===== src/rtl/noc_arb_pkg.sv =====
// rtl/noc_arb_pkg.sv - shared constants, owner encoding and rotating-priority search
// Owner encoding is one-hot: bit IDLE_IDX is IDLE, bit p+1 is SERVE(p).
package noc_arb_pkg;

  localparam int MAX_PORTS = 16;
  localparam int IDLE_IDX  = 0;

  function automatic int owner_w(input int n);
    return n + 1;
  endfunction

  typedef logic [owner_w(MAX_PORTS)-1:0] owner_max_t;

  // First requesting index at or after the start port, wrapping at n; an all-zero start scans from 0.
  function automatic logic [MAX_PORTS-1:0] rr_pick(
    input logic [MAX_PORTS-1:0] req,
    input logic [MAX_PORTS-1:0] start,
    input logic                 exclude_start,
    input int                   n
  );
    logic [MAX_PORTS-1:0] cand;
    logic [MAX_PORTS-1:0] win;
    logic                 found;
    int                   s;
    int                   idx;
    cand  = exclude_start ? (req & ~start) : req;
    s     = 0;
    for (int i = MAX_PORTS - 1; i >= 0; i--) begin
      if (start[i]) s = i;
    end
    win   = '0;
    found = 1'b0;
    for (int k = 0; k < MAX_PORTS; k++) begin
      if (k < n) begin
        idx = s + k;
        if (idx >= n) idx = idx - n;
        if (!found && cand[idx]) begin
          win[idx] = 1'b1;
          found    = 1'b1;
        end
      end
    end
    return win;
  endfunction

endpackage


===== src/rtl/noc_rr_pick.sv =====
// rtl/noc_rr_pick.sv - combinational rotating-priority search returning a one-hot winner
module noc_rr_pick #(
  parameter int N = 5
) (
  input  logic [N-1:0] req_i,
  input  logic [N-1:0] start_i,
  input  logic [N-1:0] mask_i,
  output logic [N-1:0] winner_o,
  output logic         valid_o
);
  import noc_arb_pkg::*;

  logic [MAX_PORTS-1:0] win_full;
  logic                 unused_win_hi;

  assign win_full      = rr_pick(MAX_PORTS'(req_i & mask_i), MAX_PORTS'(start_i),
                                 |(start_i & ~mask_i), N);
  assign winner_o      = win_full[N-1:0];
  assign valid_o       = |winner_o;
  assign unused_win_hi = ^win_full;

endmodule


===== src/rtl/noc_rr_arbiter.sv =====
// rtl/noc_rr_arbiter.sv - sticky round-robin output-link arbiter with RTS/DCTS handshake
// Define ARB_GRANT_CNT_EN to add saturating per-port grant counters on grant_cnt.
module noc_rr_arbiter #(
  parameter int NUM_PORTS = 5,
  parameter int MAX_HOLD  = 0,
  parameter int CNT_W     = 8
) (
  input  logic                 clk,
  input  logic                 rst,
  input  logic [NUM_PORTS-1:0] req,
  input  logic                 dcts,
  output logic [NUM_PORTS-1:0] grant,
  output logic [NUM_PORTS-1:0] xbar_sel,
  output logic                 rts
`ifdef ARB_GRANT_CNT_EN
  ,
  output logic [NUM_PORTS*CNT_W-1:0] grant_cnt
`endif
);
  import noc_arb_pkg::*;

  localparam int OW = owner_w(NUM_PORTS);
  localparam int HW = (MAX_HOLD > 0) ? $clog2(MAX_HOLD + 1) : 1;

  typedef logic [OW-1:0] owner_t;

  localparam owner_t         OWNER_IDLE = owner_t'(1) << IDLE_IDX;
  localparam logic [HW-1:0]  HOLD_MAX   = HW'(MAX_HOLD);

  owner_t                owner_q, owner_d;
  logic                  rts_q, rts_d;
  logic [HW-1:0]         hold_q, hold_d;
  logic [NUM_PORTS-1:0]  serve, mask, winner;
  logic                  valid, stall, xfer, hold_lim;

  assign serve    = owner_q[NUM_PORTS:1];
  assign stall    = rts_q & ~dcts;
  assign xfer     = |grant;
  assign hold_lim = (MAX_HOLD > 0) && (hold_q == HOLD_MAX) && |(req & ~serve);
  assign mask     = hold_lim ? ~serve : '1;

  noc_rr_pick #(.N(NUM_PORTS)) u_pick (
    .req_i   (req),
    .start_i (serve),
    .mask_i  (mask),
    .winner_o(winner),
    .valid_o (valid)
  );

  always_ff @(posedge clk) begin
    if (rst) begin
      owner_q <= OWNER_IDLE;
      rts_q   <= 1'b0;
      hold_q  <= '0;
    end else begin
      owner_q <= owner_d;
      rts_q   <= rts_d;
      hold_q  <= hold_d;
    end
  end

  always_comb begin
    owner_d = owner_q;
    if (!stall) owner_d = valid ? {winner, 1'b0} : OWNER_IDLE;
  end

  // RTS drops for one cycle after every completed handshake.
  always_comb begin
    rts_d = 1'b1;
    if (owner_q[IDLE_IDX])  rts_d = 1'b0;
    else if (rts_q && dcts) rts_d = 1'b0;
  end

  always_comb begin
    hold_d = hold_q;
    if (!stall) begin
      if (owner_d != owner_q)            hold_d = '0;
      else if (xfer && hold_q != HOLD_MAX) hold_d = hold_q + HW'(1);
    end
  end

  // A transfer in the reset cycle is aborted, so grant is masked by rst.
  always_comb begin
    xbar_sel = serve;
    grant    = (rts_q && dcts && !rst) ? serve : '0;
    rts      = rts_q;
  end

`ifdef ARB_GRANT_CNT_EN
  logic [CNT_W-1:0] cnt_q [NUM_PORTS];
  logic [CNT_W-1:0] cnt_d [NUM_PORTS];

  always_comb begin
    for (int p = 0; p < NUM_PORTS; p++) begin
      cnt_d[p] = cnt_q[p];
      if (grant[p] && cnt_q[p] != '1) cnt_d[p] = cnt_q[p] + CNT_W'(1);
      grant_cnt[p*CNT_W +: CNT_W] = cnt_q[p];
    end
  end

  always_ff @(posedge clk) begin
    for (int p = 0; p < NUM_PORTS; p++) begin
      if (rst) cnt_q[p] <= '0;
      else     cnt_q[p] <= cnt_d[p];
    end
  end
`else
  localparam int unused_cnt_w = CNT_W;
`endif

endmodule


===== config.mk =====
export PLATFORM = sky130hd
export DESIGN_NAME = noc_rr_arbiter
export DESIGN_NICKNAME = d
export VERILOG_FILES = /design/src/rtl/noc_arb_pkg.sv /design/src/rtl/noc_rr_pick.sv /design/src/rtl/noc_rr_arbiter.sv
export SDC_FILE = /design/constraint.sdc
export NUM_CORES = 1
export LEC_CHECK = 0
export CAP_MARGIN = 20
export CORE_AREA = 2 2 73 89
export CTS_BUF_LIST = sky130_fd_sc_hd__clkbuf_16
export CTS_CLUSTER_DIAMETER = 200
export DETAILED_ROUTE_END_ITERATION = 10
export DIE_AREA = 0 0 75 91
export PLACE_DENSITY = 0.56
export SYNTH_ARGS = -nofsm -noshare
export SYNTH_HDL_FRONTEND = slang
export SYNTH_SLANG_ARGS = --single-unit

===== constraint.sdc =====
create_clock -name clk -period 5.7 [get_ports clk]
set_input_delay 1.71 -clock clk [delete_from_list [all_inputs] [get_ports clk]]
set_output_delay 1.71 -clock clk [all_outputs]
set_load 0.02 [all_outputs]

Figure 1. M2 wires.
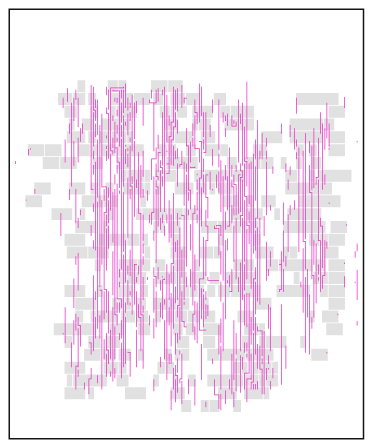
- longest straight run: 34.3 um
- wire length on this layer: 3030 um
detailed-route via count: 2275
aggregate routed wire length: 6.356 mm
global-route track usage on met2: 30.77%

Figure 2. The metal 3 layer.
Bar = 20 um.
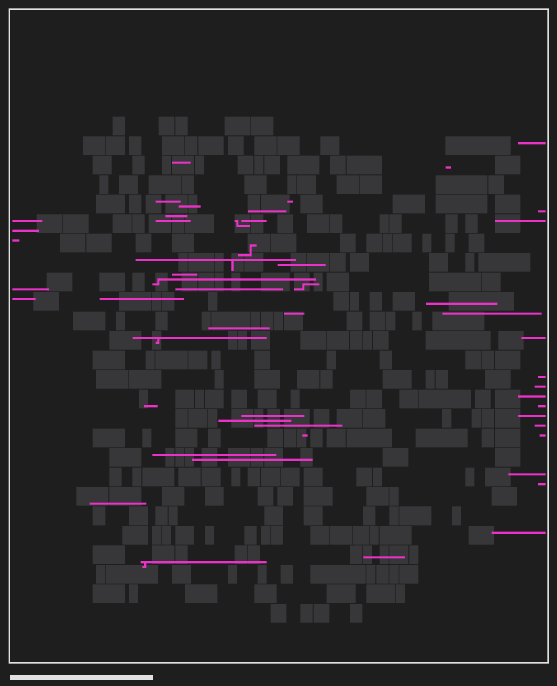
- nets with wire on the layer: 42
- longest straight run: 22.1 um
- main direction: horizontal
- share of all routed wire: 5.1%
met3 routing resource usage after global routing: 1.554%

==> flow_summary_export.csv <==
group,metric,value,unit
critical_path,critical_path_peak_fanout,11,
critical_path,timing.rr.end,"owner_q[0]$_SDFFE_PP1N_",
critical_path,family_with_the_most_delay_on_the_worst_path,"buffers and inverters",
yosys,ys_seq_share,6.918,%
clock_network,post_cts_setup_buffer_count,0,
clock_network,clk_root_buffer_cell,"sky130_fd_sc_hd__clkbuf_16",
worst_hold_path,timing.hold.worst_endpoint,"rts$_SDFF_PP0_",
sta,rsz_0062_raised_after_global_routing,"no",
critical_path,worstPathBufferInverterCount,2,
status,run_status,"finished clean",
floorplan,rows,31,
power,power.largest_group,"combinational logic",
critical_path,critical_path_cell_count,4,
clock_network,worst_setup_hold_path_clk_slew,40,ps
power,share_seq_of_total_power,7.4,%
sta,finalSetupTns,0,ps
routing,route.detailed.wl_per_inst,16.90,um
cells_and_area,final_net_count,322,
yosys,number_of_synthesized_register_bits,7,
critical_path,critical_path_arrival,3260,ps
yosys,synth_warnings,0,
power,power_switching_share,54.51,%
yosys,synthArstFlopShare,0,%
yosys,syn_avg_cell_area,7.009,um^2
power,pg_clk,0.117,mW
global_routing,gr-max-usage-layer,"met2",
yosys,most_common_cell,"sky130_fd_sc_hd__nor2_1",
clock_network,tritoncts,"done",
routing,wl_met3,321,um
power,share_clk_of_total_power,9.5,%
routing,route.detailed.drc,0,
critical_path,worstPathRequired,3990,ps
critical_path,cp_slowest_stage_delay,600,ps
critical_path,cp_common_cell,"sky130_fd_sc_hd__clkdlybuf4s50_1",
floorplan,die_area,6825,um^2
global_routing,grt_pass1_vias,2081,
global_routing,global_route.usage.total,19.01,%
yosys,yosys.stat.chipArea,2026,um^2
routing,dr_wl_met2,3.033,mm
sta,timing_max_transition_violations_final,0,
placed_design,pre_cts_slack,726.7,ps
floorplan,pin_count,19,
power,comb_power_share,83.1,%
routing,drt-pass1-iter-count,4,
sta,fin_crit_sh,87.17,%
routing,viasPerCell,6.051,
yosys,yosys_cells,289,
power,comb_cell_power,1.02,mW
global_routing,grt.overflow.total,0,
placed_design,numPortBuffers,18,
sta,achievable-frequency,0.2013,GHz
sta,endpoints_failing_hold,0,
floorplan,chipWidth,75,um
yosys,post-synth-top-area-cell,"sky130_fd_sc_hd__ha_1",
cells_and_area,antenna_cells_inserted,0,
sta,skew,1.075,ps
cells_and_area,drive_gt1_share,7.823,%
power,power.net_switching,0.6720,mW
yosys,ys_dominant_reg_cell,"sky130_fd_sc_hd__dfxtp_1",
floorplan,coreArea,5934,um^2
power,p_int,0.5609,mW
yosys,syn_inst,289,
sta,postLayoutSetupSlackWorst,731.3,ps
sta,final-setup-viol-count,0,
clock_network,worst_skew_pair_latency,230,ps
yosys,topCellsByArea,"sky130_fd_sc_hd__ha_1 11%, sky130_fd_sc_hd__dfxtp_1 6.9%, sky130_fd_sc_hd__a21oi_1 4.9%",
worst_hold_path,worst_hold_path.num_cells,1,
power,static-leakage-power,0.8938,nW
placed_design,gp_congestion,0.9136,
power,peakVddDrop,0.1926,mV
routing,drt-initial-drc-count,99,
[stage by stage]
| stage | cell area [um^2] | hold WS [ps] | power, mW | utilization [%] |
|---|---|---|---|---|
| 2_1_floorplan | 2026 | 393.9 | 0.8727 | - |
| 3_5_place_dp | 2231 | 422.3 | 1.097 | 37.59 |
| 4_1_cts | 2310 | 430.3 | 1.220 | 38.92 |
| 5_1_grt | 2310 | 443.9 | 1.343 | 38.92 |
| 3_3_place_gp | 2231 | 418.5 | 1.097 | 37.59 |
| 6_report | 2310 | 427.6 | 1.233 | 38.92 |
[area by class of cell]
cell class / instances / area (um^2)
clock buffer: 3 / 75.07
clock inverter: 1 / 3.754
fill: 648 / 3625
inverter: 17 / 63.81
multi-input combinational: 244 / 1714
sequential: 7 / 140.1
tap: 82 / 102.6
timing repair buffer: 22 / 210.2
[layout by cell type (no fill, tap or decap), types with 3 or more instances in the layout]
master / Yosys / layout
sky130_fd_sc_hd__o211ai_1: 7 / 7
sky130_fd_sc_hd__o22ai_1: 3 / 3
sky130_fd_sc_hd__nand2b_1: 3 / 3
sky130_fd_sc_hd__o21a_1: 3 / 3
sky130_fd_sc_hd__inv_1: 17 / 18
sky130_fd_sc_hd__o2111ai_1: 3 / 3
sky130_fd_sc_hd__ha_1: 18 / 18
sky130_fd_sc_hd__o21ai_0: 12 / 12
sky130_fd_sc_hd__a2111oi_0: 4 / 4
sky130_fd_sc_hd__a21oi_1: 20 / 20
sky130_fd_sc_hd__a21boi_0: 3 / 3
sky130_fd_sc_hd__a31oi_1: 7 / 7
sky130_fd_sc_hd__nand3_1: 5 / 5
sky130_fd_sc_hd__dfxtp_1: 7 / 7
sky130_fd_sc_hd__a311oi_1: 3 / 3
sky130_fd_sc_hd__nand4_1: 3 / 3
sky130_fd_sc_hd__buf_4: 5 / 4
sky130_fd_sc_hd__mux2_2: 4 / 4
sky130_fd_sc_hd__clkdlybuf4s50_1: 0 / 18
sky130_fd_sc_hd__nor3b_1: 3 / 3
sky130_fd_sc_hd__o31ai_1: 4 / 4
sky130_fd_sc_hd__nor4b_1: 3 / 3
sky130_fd_sc_hd__nor3_1: 13 / 13
sky130_fd_sc_hd__and2_1: 7 / 7
sky130_fd_sc_hd__a211oi_1: 4 / 4
sky130_fd_sc_hd__clkbuf_16: 0 / 3
sky130_fd_sc_hd__or3_1: 4 / 4
sky130_fd_sc_hd__nor4_1: 3 / 3
sky130_fd_sc_hd__mux2i_1: 7 / 7
sky130_fd_sc_hd__nor2_1: 26 / 26
sky130_fd_sc_hd__nor2b_1: 4 / 4
sky130_fd_sc_hd__nand2_1: 25 / 25
[logic make-up after synthesis]
family                     after synthesis  share of synthesized area [%]
AOI/OAI and AO/OA                      101                          36.81
buffers and inverters                   38                          8.462
adders and majority gates               19                          12.11
DFF                                      7                          6.918
and+or+nand+nor                        112                          29.59
xor gates and xnor gates                 1                         0.4324
muxes                                   11                          5.683
[registers in the layout, indices dropped and copies added (netlist names)]
signal,count
owner_q,6
rts,1
Power and IR drop assume default switching activity.
